`src/rtl/sterownik_licznika_pkg.sv`:
```
// sterownik_licznika_pkg -- shared definitions for the counter sequencer.
//
// Contents:
//   stan_t       FSM state encoding (ST_IDLE, ST_RUN, ST_PAUSE)
//   TRYB_JEDNO   one-shot mode value of tryb
//   TRYB_OKRES   periodic mode value of tryb
//   presk_szer() register width needed to hold 0..n-1 (never below 1 bit)
package sterownik_licznika_pkg;

  typedef enum logic [1:0] {
    ST_IDLE  = 2'd0,
    ST_RUN   = 2'd1,
    ST_PAUSE = 2'd2
  } stan_t;

  localparam logic TRYB_JEDNO = 1'b0;
  localparam logic TRYB_OKRES = 1'b1;

  function automatic int unsigned presk_szer(input int unsigned n);
    return (n > 1) ? $clog2(n) : 1;
  endfunction

endpackage

```
`src/rtl/sterownik_licznika_if.sv`:
```
// sterownik_licznika_if -- control/status bundle of the counter sequencer.
//
// Parameter:
//   W        width of okres and wartosc
// Signals:
//   start    request start (from IDLE) or resume (from PAUSE), level
//   stop     request pause (from RUN) or abort (from PAUSE), level
//   tryb     mode latched at start: 0 one-shot, 1 periodic
//   okres    period latched at start; count runs 0..okres-1
//   wartosc  current count value
//   zajety   high while the sequencer is not idle
//   koniec   one-cycle end-of-period pulse
// Modports:
//   master   the controlling side (drives requests, reads status)
//   slave    the sequencer itself
interface sterownik_licznika_if #(
  parameter int W = 4
);

  logic         start;
  logic         stop;
  logic         tryb;
  logic [W-1:0] okres;
  logic [W-1:0] wartosc;
  logic         zajety;
  logic         koniec;

  modport master (
    output start, stop, tryb, okres,
    input  wartosc, zajety, koniec
  );

  modport slave (
    input  start, stop, tryb, okres,
    output wartosc, zajety, koniec
  );

endinterface

```
`src/rtl/sterownik_licznika_licznik_en.sv`:
```
// licznik_en -- modulo counter with clear and tick enable.
//
// Parameter:
//   W        counter width
// Ports:
//   clk      clock, rising edge
//   res      asynchronous reset, active-low
//   clr      synchronous clear to 0 (wins over en)
//   en       advance on this edge
//   modul    modulus; count runs 0..modul-1 (caller keeps it non-zero while en)
//   wartosc  registered count value
//   wrap     combinational: the current edge (en=1) wraps the count to 0
module licznik_en
  import sterownik_licznika_pkg::*;
#(
  parameter int W = 4
) (
  input  logic         clk,
  input  logic         res,
  input  logic         clr,
  input  logic         en,
  input  logic [W-1:0] modul,
  output logic [W-1:0] wartosc,
  output logic         wrap
);

  logic [W-1:0] wartosc_reg;
  logic [W-1:0] szczyt;

  // Last value before wrap, computed in W bits.
  assign szczyt  = modul - W'(1);
  assign wrap    = en && (wartosc_reg == szczyt);
  assign wartosc = wartosc_reg;

  always_ff @(posedge clk or negedge res) begin
    if (!res) begin
      wartosc_reg <= '0;
    end else if (clr) begin
      wartosc_reg <= '0;
    end else if (en) begin
      wartosc_reg <= wrap ? '0 : wartosc_reg + W'(1);
    end
  end

endmodule

```
`src/rtl/sterownik_licznika.sv`:
```
// sterownik_licznika -- sequencer around a modulo counter: load period,
// start, pause, resume, abort, one-shot or periodic operation.
//
// Build option:
//   STEROWNIK_PRESKALER_EN  when defined, the count advances once every
//                           PRESK cycles of RUN instead of every cycle.
// Parameters:
//   W        width of period and count value
//   PRESK    prescaler ratio (>= 1), only meaningful with the option above
// Ports:
//   clk      clock, rising edge
//   res      asynchronous reset, active-low; clears all state at once
//   bus      sterownik_licznika_if.slave (start, stop, tryb, okres in;
//            wartosc, zajety, koniec out, all outputs registered)
module sterownik_licznika
  import sterownik_licznika_pkg::*;
#(
  parameter int          W     = 4,
  parameter int unsigned PRESK = 4
) (
  input logic                    clk,
  input logic                    res,
  sterownik_licznika_if.slave    bus
);

  stan_t        stan_reg;
  logic [W-1:0] okres_reg;
  logic         tryb_reg;
  logic         zajety_reg;
  logic         koniec_reg;

  logic         start_ok;   // accepted start from IDLE
  logic         przerwij;   // abort from PAUSE
  logic         wej_pauza;  // RUN -> PAUSE on this edge
  logic         bieg;       // RUN and not being paused
  logic         tick;
  logic         clr;
  logic         wrap;
  logic [W-1:0] wartosc;

  assign start_ok  = (stan_reg == ST_IDLE) && bus.start && !bus.stop &&
                     (bus.okres != '0);
  assign przerwij  = (stan_reg == ST_PAUSE) && bus.stop;
  assign wej_pauza = (stan_reg == ST_RUN) && bus.stop;
  assign bieg      = (stan_reg == ST_RUN) && !bus.stop;
  assign clr       = start_ok || przerwij;

  // A zero prescaler ratio has no meaning; nothing is built for it.
  if (PRESK < 1) begin : g_presk_niepoprawny
  end

`ifdef STEROWNIK_PRESKALER_EN
  localparam int unsigned  PW        = presk_szer(PRESK);
  localparam logic [PW-1:0] PRESK_MAX = PW'(PRESK - 1);

  logic [PW-1:0] presk_reg;

  assign tick = bieg && (presk_reg == PRESK_MAX);

  // Cleared on every entry into a fresh hold window so that each count
  // value, including the one resumed after a pause, lasts PRESK cycles.
  always_ff @(posedge clk or negedge res) begin
    if (!res) begin
      presk_reg <= '0;
    end else if (clr || wej_pauza) begin
      presk_reg <= '0;
    end else if (bieg) begin
      presk_reg <= tick ? '0 : presk_reg + PW'(1);
    end
  end
`else
  assign tick = bieg;
`endif

  licznik_en #(
    .W (W)
  ) u_licznik (
    .clk     (clk),
    .res     (res),
    .clr     (clr),
    .en      (tick),
    .modul   (okres_reg),
    .wartosc (wartosc),
    .wrap    (wrap)
  );

  always_ff @(posedge clk or negedge res) begin
    if (!res) begin
      stan_reg   <= ST_IDLE;
      okres_reg  <= '0;
      tryb_reg   <= TRYB_JEDNO;
      zajety_reg <= 1'b0;
      koniec_reg <= 1'b0;
    end else begin
      koniec_reg <= 1'b0;
      case (stan_reg)
        ST_IDLE: begin
          if (start_ok) begin
            okres_reg  <= bus.okres;
            tryb_reg   <= bus.tryb;
            stan_reg   <= ST_RUN;
            zajety_reg <= 1'b1;
          end
        end
        ST_RUN: begin
          // stop takes priority over a wrap on the same edge
          if (bus.stop) begin
            stan_reg <= ST_PAUSE;
          end else if (wrap) begin
            koniec_reg <= 1'b1;
            if (tryb_reg == TRYB_JEDNO) begin
              stan_reg   <= ST_IDLE;
              zajety_reg <= 1'b0;
            end
          end
        end
        ST_PAUSE: begin
          if (bus.stop) begin
            stan_reg   <= ST_IDLE;
            zajety_reg <= 1'b0;
          end else if (bus.start) begin
            stan_reg <= ST_RUN;
          end
        end
        default: begin
          stan_reg   <= ST_IDLE;
          zajety_reg <= 1'b0;
        end
      endcase
    end
  end

  assign bus.wartosc = wartosc;
  assign bus.zajety  = zajety_reg;
  assign bus.koniec  = koniec_reg;

endmodule

```
`src/flat_wrapper.sv`:
```
// flat-port wrapper written by rule: the top's interface ports become plain ports
module sterownik_licznika_flat import sterownik_licznika_pkg::*;
#(
  parameter int          W     = 4,
  parameter int unsigned PRESK = 4
)
  (clk, res, bus_start, bus_stop, bus_tryb, bus_okres, bus_wartosc, bus_zajety, bus_koniec);
  sterownik_licznika_if #(.W(W)) bus_i ();
  input logic clk;
  input logic res;
  input wire logic [$bits(bus_i.start)-1:0] bus_start;
  input wire logic [$bits(bus_i.stop)-1:0] bus_stop;
  input wire logic [$bits(bus_i.tryb)-1:0] bus_tryb;
  input wire logic [$bits(bus_i.okres)-1:0] bus_okres;
  output wire logic [$bits(bus_i.wartosc)-1:0] bus_wartosc;
  output wire logic [$bits(bus_i.zajety)-1:0] bus_zajety;
  output wire logic [$bits(bus_i.koniec)-1:0] bus_koniec;
  assign bus_i.start = bus_start;
  assign bus_i.stop = bus_stop;
  assign bus_i.tryb = bus_tryb;
  assign bus_i.okres = bus_okres;
  assign bus_wartosc = bus_i.wartosc;
  assign bus_zajety = bus_i.zajety;
  assign bus_koniec = bus_i.koniec;
  sterownik_licznika #(.W(W), .PRESK(PRESK)) u_core (.clk(clk), .res(res), .bus(bus_i));
endmodule
```
`config.mk`:
```
export PLATFORM = sky130hd
export DESIGN_NAME = sterownik_licznika_flat
export DESIGN_NICKNAME = d
export VERILOG_FILES = /design/src/rtl/sterownik_licznika_pkg.sv /design/src/rtl/sterownik_licznika_if.sv /design/src/rtl/sterownik_licznika_licznik_en.sv /design/src/rtl/sterownik_licznika.sv /design/src/flat_wrapper.sv
export SDC_FILE = /design/constraint.sdc
export NUM_CORES = 1
export LEC_CHECK = 0
export CORE_MARGIN = 4
export CORE_UTILIZATION = 40
export DETAILED_ROUTE_END_ITERATION = 12
export PLACE_DENSITY = 0.64
export SYNTH_ARGS = -nofsm -noshare
export SYNTH_HDL_FRONTEND = slang
export SYNTH_SLANG_ARGS = --single-unit
```
`constraint.sdc`:
```
create_clock -name clk -period 2.1 [get_ports clk]
set_clock_uncertainty 0.2 [all_clocks]
set_input_delay 0.42 -clock clk [delete_from_list [all_inputs] [get_ports clk]]
set_output_delay 0.42 -clock clk [all_outputs]
set_load 0.02 [all_outputs]
```
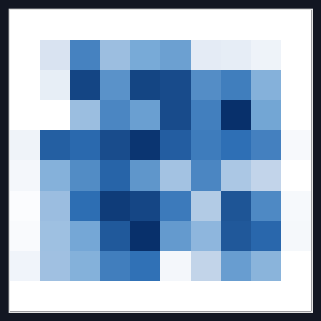
run_1/util_map.png
Drawn at 6 px/um. The die is cut into 10 by 10 equal tiles; white is low, dark blue is high, 0 to 100% covered.
19% of the tiles are over 75% full. The mean over all tiles is 38%. The fullest tile reaches 100%. The densest ninth of the die: middle. 30% of the tiles are nearly empty.
fin util: 61.5%
core box area: 1590 sq um
fp_density: 44.7%

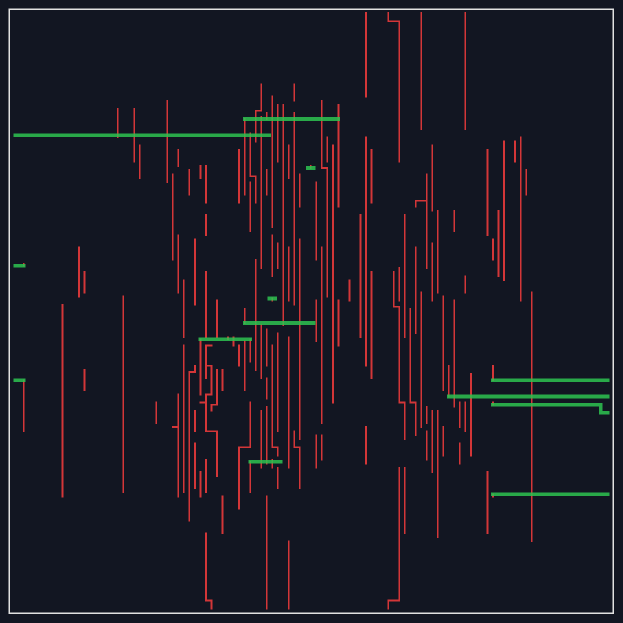
run_1/layers.png
Drawn at 12 px/um. Two of the layers only.
Red shows M2, wire length 805 um. Green shows M3, wire length 85.9 um.

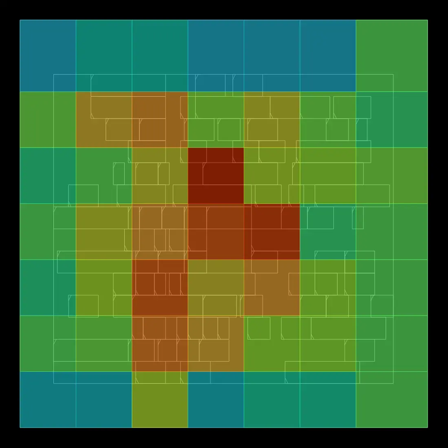
run_1/congestion_map.png
met1 Resource Use GR: 17.6%
GRT Util Overall: 15.3%
DR WL/cell: 15.1 um
met2 usage: 25.2%

==> flow_summary.json, run 1 <==
{
  "die_area_sq_um": 2520,
  "dpl-instance-area_sq_um": 925,
  "top_area_share_pct": 45.6,
  "routed_wirelength_mm": 1.68,
  "synth_stat.cells": 62,
  "antenna_found_initial": 0,
  "synth_nets": 73,
  "grt_pass1_wl_mm": 2.88,
  "clkTransAtPathRegs_ns": 0.08,
  "async_flop_share_pct": 100,
  "grt_max_degree": 14,
  "synth.logic.top_family": "simple AND/OR/NAND/NOR gates",
  "cts.path.max_buffers": 2,
  "drive_above_1_share_pct": 23.0,
  "xor_share_pct": 9.47,
  "topCellsByArea": "dfrtp_1 46%, a22o_1 6.1%, xnor2_1 4.9%",
  "diodes": 0,
  "arrival_ns": 2.00,
  "ys.flop_type": "dfrtp_1",
  "slew_viol_final": 0,
  "status": "complete, no violations",
  "synth-adder-area-share_pct": 3.51,
  "cts_resized": 0,
  "postCtsHoldBufs": 0,
  "p_per_area_nw_per_um2": 1310,
  "hp-class": "input pin to async pin",
  "syn_avg_cell_area_sq_um": 11.5,
  "layout_min_cycle_time_ns": 2.03,
  "route.detailed.drc": 0,
  "crit_start": "u_core.u_licznik.wartosc[2]",
  "stdcell_area_sq_um": 981,
  "hpwl_mm": 1.17,
  "dp.cells": 105,
  "relSlewSlack_pct": 57.8,
  "fin_cells": 111,
  "cts_root_buf": "clkbuf_4",
  "vias_per_cell": 5.38,
  "timing.final.crit_share_pct": 96.7,
  "cp_max_fo": 6,
  "top_usage_layer": "met2",
  "synth_chip_area_sq_um": 713,
  "yosysSeqAreaShare_pct": 45.6,
  "first_iter_violations": 10,
  "htreeDepth": 1,
  "power_mw": 1.29,
  "drv_cap": 0,
  "gp_congestion": 0.836,
  "grt-ovfl-total": 0,
  "yosysWarnings": 0,
  "numCtsBuffers": 3,
  "use_met3_pct": 4.73,
  "tritoncts": "built",
  "vdd_drop_max_v": 0.000584,
  "yosys-top-cells-count": "13 x dfrtp_1, 5 x a22o_1, 4 x inv_1, 4 x xnor2_1",
  "synthCells": 62,
  "top_area_cell": "dfrtp_1",
  "post_cts_buffers": 0,
  "num_vias": 597,
  "warnings": 26,
  "area_growth_pct": 37.5,
  "rsz0062_at_grt": "false",
  "setup_tns_ns": 0,
  "mux_share_pct": 3.16,
  "fmax_mhz": 492,
  "setup_viol": 0,
  "worstMarginPinSlew_ns": 0.631,
  "p_leak_nw": 0.431,
  "portBuffers": 14,
  "first_pass_iters": 4,
  "hold_viol": 0,
  "final_nets": 99,
  "ys_sh_simple_pct": 18.2,
  "critical_path_class": "flip-flop to flip-flop",
  "ant_nets": 0,
  "reg2reg_from": "u_core.u_licznik.wartosc[2]",
  "ys_ff": 13,
  "fin_ws_ns": 0.0683,
  "cts.sinks": 13,
  "cp-end-kind": "flip-flop",
  "ioPinCount": 15,
  "synth.distinct_cells": 32,
  "grt_pass1_vias": 629,
  "syn_area_sq_um": 713,
  "dp_slack_ns": -0.134,
  "die_h_um": 50.2,
  "die_w_um": 50.2,
  "holdWs_ns": 0.324,
  "critical_path_required_ns": 2.07,
  "most_common_cell": "dfrtp_1",
  "fillers": 130,
  "aoi_share_pct": 17.4,
  "row_count": 14,
  "startpoint_type": "flip-flop",
  "edf_count": 0,
  "clk_latency_ns": 0.28
}
## run 1: path summary, 6_finish.rpt
| path | endpoint | slack (ns) | cells after the start |
|---|---|---|---|
| min reg2reg | u_core.okres_reg[3] | 0.34 | 1 |
| max reg2reg | u_core.u_licznik.wartosc[2] | 0.07 | 4 |
| max | u_core.u_licznik.wartosc[2] | 0.07 | 4 |
| min | u_core.okres_reg[1] | 0.32 | 1 |
| max in group asynchronous | u_core.u_licznik.wartosc[2] | 0.94 | 1 |
| min in group clk | u_core.okres_reg[3] | 0.34 | 1 |
## run 1: placed cells by master (no fill, tap or decap), drive strengths merged, types with 2 or more instances in the layout
master,instances
nor2,3
inv,4
a21oi,2
nand2,3
a22o,6
nand3,3
clkbuf,4
buf,8
xnor2,4
nor3,2
ha,2
clkdlybuf4s50,14
dfrtp,13
mux2,2
## run 1: layout make-up
| class | count | area [sq um] | share of cell area (%) |
|---|---|---|---|
| Inverter | 4 | 15.0 | 1.53 |
| Clock buffer | 4 | 26.3 | 2.68 |
| Sequential cell | 13 | 327 | 33.3 |
| Multi-Input combinational cell | 44 | 383 | 39.0 |
| Timing Repair Buffer | 22 | 200 | 20.4 |
| Tap cell | 24 | 30.0 | 3.06 |
## run 1: power by group
group	leakage, nW	internal [mW]	switching (mW)
clock	0.0150	0.0739	0.0870
combinational	0.252	0.355	0.323
sequential	0.164	0.340	0.106
total	0.431	0.769	0.516
## run 1: metal layers
metal	up-vias	wire length (um)
li1	278	-
met1	297	745
met2	16	805
met3	6	85
met4	0	38
met5	-	0
## run 1: worst max-delay path, cell delays in order, from the launching register on
cell	delay, ns
dfrtp_2	0.44
xor3_1	0.48
nor3_4	0.32
a21oi_4	0.12
a221o_1	0.36
==> run 1 -> run 2 <==
- SKIP_LAST_GASP: not set -> 1
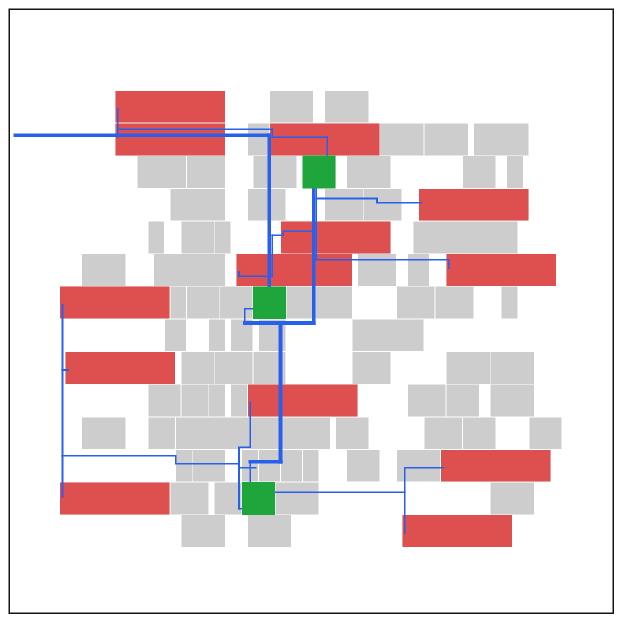
run_2/clock_wires.png
Drawn at 12 px/um.
Blue shows clock wires, length 200 um. Green shows clock-net drivers, count 3. Red shows flip-flops, count 13.
There are 4 routed clock nets.

==> flow_summary.json, run 2 <==
{
  "dpl-instance-area_sq_um": 925,
  "topCellsByArea": "dfrtp_1 46%, a22o_1 6.1%, xnor2_1 4.9%",
  "xor_share_pct": 9.47,
  "top_area_cell": "dfrtp_1",
  "cts_root_buf": "clkbuf_4",
  "clkTransAtPathRegs_ns": 0.08,
  "fin_ws_ns": 0.0683,
  "setup_viol": 0,
  "hold_viol": 0,
  "r2r-end": "u_core.u_licznik.wartosc[2]",
  "track_usage_pct": 15.3,
  "cts.sinks": 13,
  "p_leak_nw": 0.431,
  "antenna_found_initial": 0,
  "grt_max_degree": 14,
  "async_flop_share_pct": 100,
  "startpoint_type": "flip-flop",
  "fmax_mhz": 492,
  "ys.flop_type": "dfrtp_1",
  "vdd_drop_max_v": 0.000584,
  "clk_latency_ns": 0.28,
  "htreeDepth": 1,
  "die_area_sq_um": 2520,
  "crit_start": "u_core.u_licznik.wartosc[2]",
  "stdcell_area_sq_um": 981,
  "power_mw": 1.29,
  "portBuffers": 14,
  "grt_pass1_vias": 629,
  "top_area_share_pct": 45.6,
  "numCtsBuffers": 3,
  "coreArea_sq_um": 1590,
  "diodes": 0,
  "ys_ff": 13,
  "area_growth_pct": 37.5,
  "synth_chip_area_sq_um": 713,
  "syn_area_sq_um": 713,
  "drive_above_1_share_pct": 23.0,
  "p_per_area_nw_per_um2": 1310,
  "arrival_ns": 2.00,
  "hp-class": "input pin to async pin",
  "rsz0062_at_grt": "false",
  "row_count": 14,
  "aoi_share_pct": 17.4,
  "route.detailed.drc": 0,
  "setup_tns_ns": 0,
  "final_nets": 99,
  "synth-adder-area-share_pct": 3.51,
  "status": "complete, no violations",
  "wire_per_inst_um": 15.1,
  "warnings": 26,
  "synthCells": 62,
  "vias_per_cell": 5.38,
  "drv_cap": 0,
  "hpwl_mm": 1.17,
  "layout_min_cycle_time_ns": 2.03,
  "ys_sh_simple_pct": 18.2,
  "yosys-top-cells-count": "13 x dfrtp_1, 5 x a22o_1, 4 x inv_1, 4 x xnor2_1",
  "relSlewSlack_pct": 57.8,
  "worstSetupEndpoint": "u_core.u_licznik.wartosc[2]",
  "yosysSeqAreaShare_pct": 45.6,
  "holdWs_ns": 0.324,
  "mux_share_pct": 3.16,
  "dp_slack_ns": -0.134,
  "timing.final.crit_share_pct": 96.7,
  "first_iter_violations": 10,
  "ioPinCount": 15,
  "routed_wirelength_mm": 1.68,
  "synth_nets": 73,
  "first_pass_iters": 4,
  "synth_stat.cells": 62,
  "yosysWarnings": 0,
  "gp_congestion": 0.836,
  "syn_avg_cell_area_sq_um": 11.5,
  "tritoncts": "built",
  "worstMarginPinSlew_ns": 0.631,
  "cts.path.max_buffers": 2
}
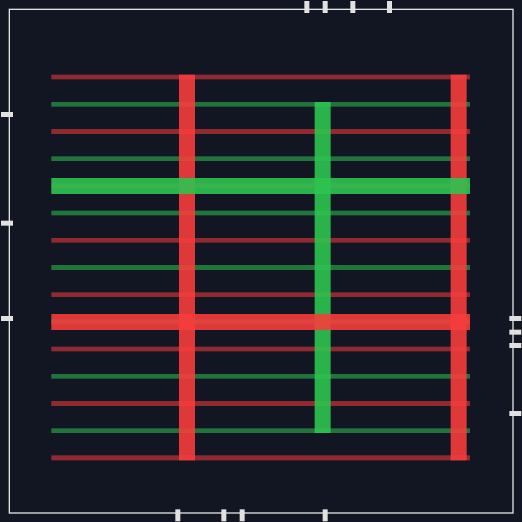
run_2/floorplan.png
Drawn at 10 px/um. Pins as bars on the die edge.
Red shows VSS. Green shows VDD.
3 straps on met4. 15 met1 rails follow the rows.
Die Y: 50.2 um
die span in x: 50.2 um

run 2: cell counts in the layout (fill, tap and decap cells not counted):
Identical to the previous run, type by type.
run 2: metrics by stage:
stage | util [%] | cells
after floorplan | - | 62
after global placement | 58.0 | 105
after detailed placement | 58.0 | 105
after CTS | 59.7 | 109
after global routing | 61.5 | 111
final | 61.5 | 111
run 2: repair_timing:
item	4_1_cts	5_1_grt
hold buffers	0	0
pin swaps	2	1
gates resized	0	4
buffers inserted	0	2
hold endpoints to repair	0	0
endpoints found under the setup margin	1	1
run 2: routing by layer:
metal / up-vias / GRT usage [%] / routed length (um)
li1: 278 / - / -
met1: 297 / 17.6 / 745
met2: 16 / 25.2 / 805
met3: 6 / 4.73 / 85
met4: 0 / 8.29 / 38
met5: - / 0 / 0
run 2: cell families (layout without fill, tap and decap cells):
family | after synthesis | in the layout
simple gates | 19 | 19
compound gates | 15 | 15
flops | 13 | 13
xor+xnor | 6 | 6
buf+inv | 5 | 30
fa+ha+maj | 2 | 2
mux | 2 | 2
run 2: where the power goes:
part	total [mW]	switching [mW]	internal, mW	leakage, nW
Combinational	0.678	0.323	0.355	0.252
Clock	0.161	0.0870	0.0739	0.0150
Sequential	0.447	0.106	0.340	0.164
Total	1.29	0.516	0.769	0.431
run 2: layout make-up:
cell class                 count  area (sq um)  share of cell area, %
clock buffer                   4          26.3                   2.68
inverter                       4          15.0                   1.53
multi-input combinational     44           383                   39.0
sequential                    13           327                   33.3
tap                           24          30.0                   3.06
timing repair buffer          22           200                   20.4
run 2: worst max-delay path, stage by stage (launching register included):
cell,delay (ns)
dfrtp_2,0.44
xor3_1,0.48
nor3_4,0.32
a21oi_4,0.12
a221o_1,0.36
==> run 2 -> run 3 <==
- GPL_ROUTABILITY_DRIVEN: not set -> 0
- MAX_ROUTING_LAYER: not set -> met4
- SYNTH_HIERARCHICAL: not set -> 1
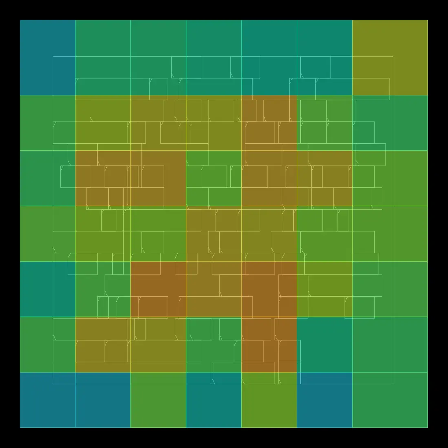
run_3/congestion_map.png
fin util: 61.2%
GRT Util Overall: 14.9%

==> flow_summary.json, run 3 <==
{
  "status": "complete, no violations",
  "holdWs_ns": 0.317,
  "hold_viol": 0,
  "edf_count": 0,
  "route.detailed.drc": 0,
  "cts.path.max_buffers": 2,
  "crit_start": "bus_okres[1]",
  "wl_met2_um": 753,
  "numCtsBuffers": 3,
  "xor_share_pct": 10.8,
  "synth.logic.top_family": "simple AND/OR/NAND/NOR gates",
  "syn_area_sq_um": 732,
  "critPathSlowestCell": "or4_4",
  "antenna_found_initial": 0,
  "cp_top_family": "simple AND/OR/NAND/NOR gates",
  "path_depth": 6,
  "top_layer_used": "met4",
  "critPathMaxStageDelay_ns": 0.57,
  "worstSetupEndpoint": "u_core/u_licznik/wartosc[1]",
  "slew_viol_final": 0,
  "cts_root_buf": "clkbuf_4",
  "die_h_um": 50.8,
  "final_nets": 110,
  "die_area_sq_um": 2580,
  "synth-adder-area-share_pct": 3.42,
  "synthCells": 66,
  "critical_path_class": "input pin to flip-flop",
  "top_area_share_pct": 44.4,
  "die_w_um": 50.8,
  "grtUsageMet2_pct": 23.7,
  "p_leak_nw": 0.466,
  "startpoint_type": "input pin",
  "critical_path_required_ns": 2.09,
  "r2r_cells": 8,
  "aoi_share_pct": 14.4,
  "synth_stat.cells": 66,
  "vdd_drop_max_v": 0.000490,
  "netSwitchingFraction_pct": 34.8,
  "synth.distinct_cells": 32,
  "grt_max_degree": 14,
  "grt_pass1_wl_mm": 2.74,
  "reg2reg_slack_ns": 0.15,
  "cp-end-kind": "flip-flop",
  "dpl-instance-area_sq_um": 1000,
  "relSlewSlack_pct": 58.9,
  "vias_per_cell": 4.84,
  "mostFrequentLayoutCell": "buf_4",
  "yosys-top-cells-count": "13 x dfrtp_1, 5 x xnor2_1",
  "portBuffers": 14,
  "power_frac_comb_pct": 42.6,
  "arrival_ns": 2.07,
  "drive_above_1_share_pct": 34.7,
  "worstMarginPinSlew_ns": 0.614,
  "p_sw_mw": 0.311,
  "critPathBufInv": 1,
  "fp_util_pct": 42.4,
  "ioPinCount": 15,
  "diodes": 0,
  "path_cells": "clkdlybuf4s50_1 -> or4_4 -> nand2_4 -> nand2_1 -> or3b_2 -> o31ai_1",
  "async_flop_share_pct": 100,
  "use_met3_pct": 5.64,
  "ys.flop_type": "dfrtp_1",
  "power_frac_seq_pct": 39.6,
  "htreeDepth": 1,
  "rsz0062_at_grt": "false",
  "synth_chip_area_sq_um": 732,
  "layout_top_cells": "15 x buf_4, 14 x clkdlybuf4s50_1, 12 x dfrtp_1",
  "fmax_mhz": 481,
  "ys_ff": 13,
  "cts.sinks": 13,
  "coreArea_sq_um": 1730,
  "layout_min_cycle_time_ns": 2.08,
  "reg2reg_from": "u_core/okres_reg[1]",
  "hpwl_mm": 1.21,
  "dr_wl_met3_um": 82,
  "drv_cap": 0,
  "fin_ws_ns": 0.0201,
  "p_per_area_nw_per_um2": 847,
  "ant_nets": 0,
  "top_area_cell": "dfrtp_1",
  "grt-ovfl-total": 0,
  "synth_nets": 77,
  "dp_slack_ns": -0.266,
  "timing.final.crit_share_pct": 99.0,
  "area_growth_pct": 44.3,
  "most_common_cell": "dfrtp_1",
  "first_pass_iters": 4,
  "yosysWarnings": 6,
  "met1_usage_pct": 17.6,
  "yosysSeqAreaShare_pct": 44.4,
  "r2r-end": "u_core/bus.zajety",
  "fillers": 150,
  "warnings": 26,
  "clk_latency_ns": 0.28,
  "grt_pass1_vias": 621,
  "hp-class": "input pin to async pin",
  "row_count": 15,
  "p_int_mw": 0.583,
  "syn_avg_cell_area_sq_um": 11.1,
  "mux_share_pct": 2.05,
  "first_iter_violations": 2,
  "stdcell_area_sq_um": 1060
}
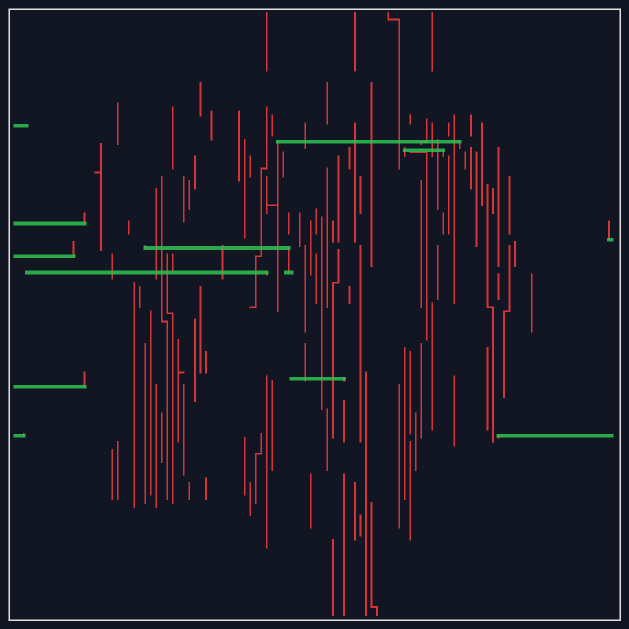
run_3/layers.png
Drawn at 12 px/um. Two of the layers only.
Green shows M3, wire length 82.6 um. Red shows M2, wire length 754 um.
DR WL/cell: 13.1 um
final wirelength: 1.61 mm
vias post-DR: 595

==> run 3: cell count changes in the layout (fill, tap and decap cells not counted), moves of 2 or more <==
cell     previous run  this run
buf_4               8        15
a22o_1              5         0
a22o_2              1         4
nand3_1             3         0
xor2_1              1         4
mux2_2              2         0
==> run 3: cell type report <==
| class | instances | area [sq um] | area share (%) |
|---|---|---|---|
| Sequential cell | 13 | 327 | 30.9 |
| Timing Repair Buffer | 29 | 253 | 23.9 |
| Tap cell | 25 | 31.3 | 2.96 |
| Clock buffer | 4 | 26.3 | 2.49 |
| Inverter | 4 | 15.0 | 1.42 |
| Multi-Input combinational cell | 48 | 404 | 38.3 |
==> run 3: worst reg2reg max path: cells and delay by family (launching register included) <==
family | cells | cell delay [ns]
buf+inv | 1 | 0.06
fa+ha+maj | 1 | 0.28
compound gates | 1 | 0.14
simple gates | 4 | 0.57
flops | 1 | 0.40
xor+xnor | 1 | 0.20
==> run 3: timing repair <==
| item | CTS | global route |
|---|---|---|
| hold endpoints to repair | 0 | 0 |
| gates resized | 0 | 4 |
| buffers inserted | 0 | 1 |
| hold buffers | 0 | 0 |
| endpoints found under the setup margin | 0 | 1 |
==> run 3: per-stage QoR <==
stage / power [mW] / std cells / TNS (ns) / util (%)
final: 0.894 / 123 / 0 / 61.2
after global routing: 0.959 / 123 / 0 / 61.2
after CTS: 0.879 / 122 / 0 / 59.7
after detailed placement: 0.715 / 118 / -0.841 / 58.2
after global placement: 0.711 / 118 / -0.671 / 58.2
after floorplan: 0.567 / 66 / 0 / -
==> run 3: power groups by stage <==
stage	clock network [mW]	registers, mW	logic (mW)
after floorplan	0	0.378	0.188
after global placement	0	0.358	0.352
after detailed placement	0	0.359	0.356
after CTS	0.166	0.354	0.360
after global routing	0.181	0.363	0.414
final	0.159	0.354	0.381
Power figures rest on the tool's default switching activity, not on a simulated workload.
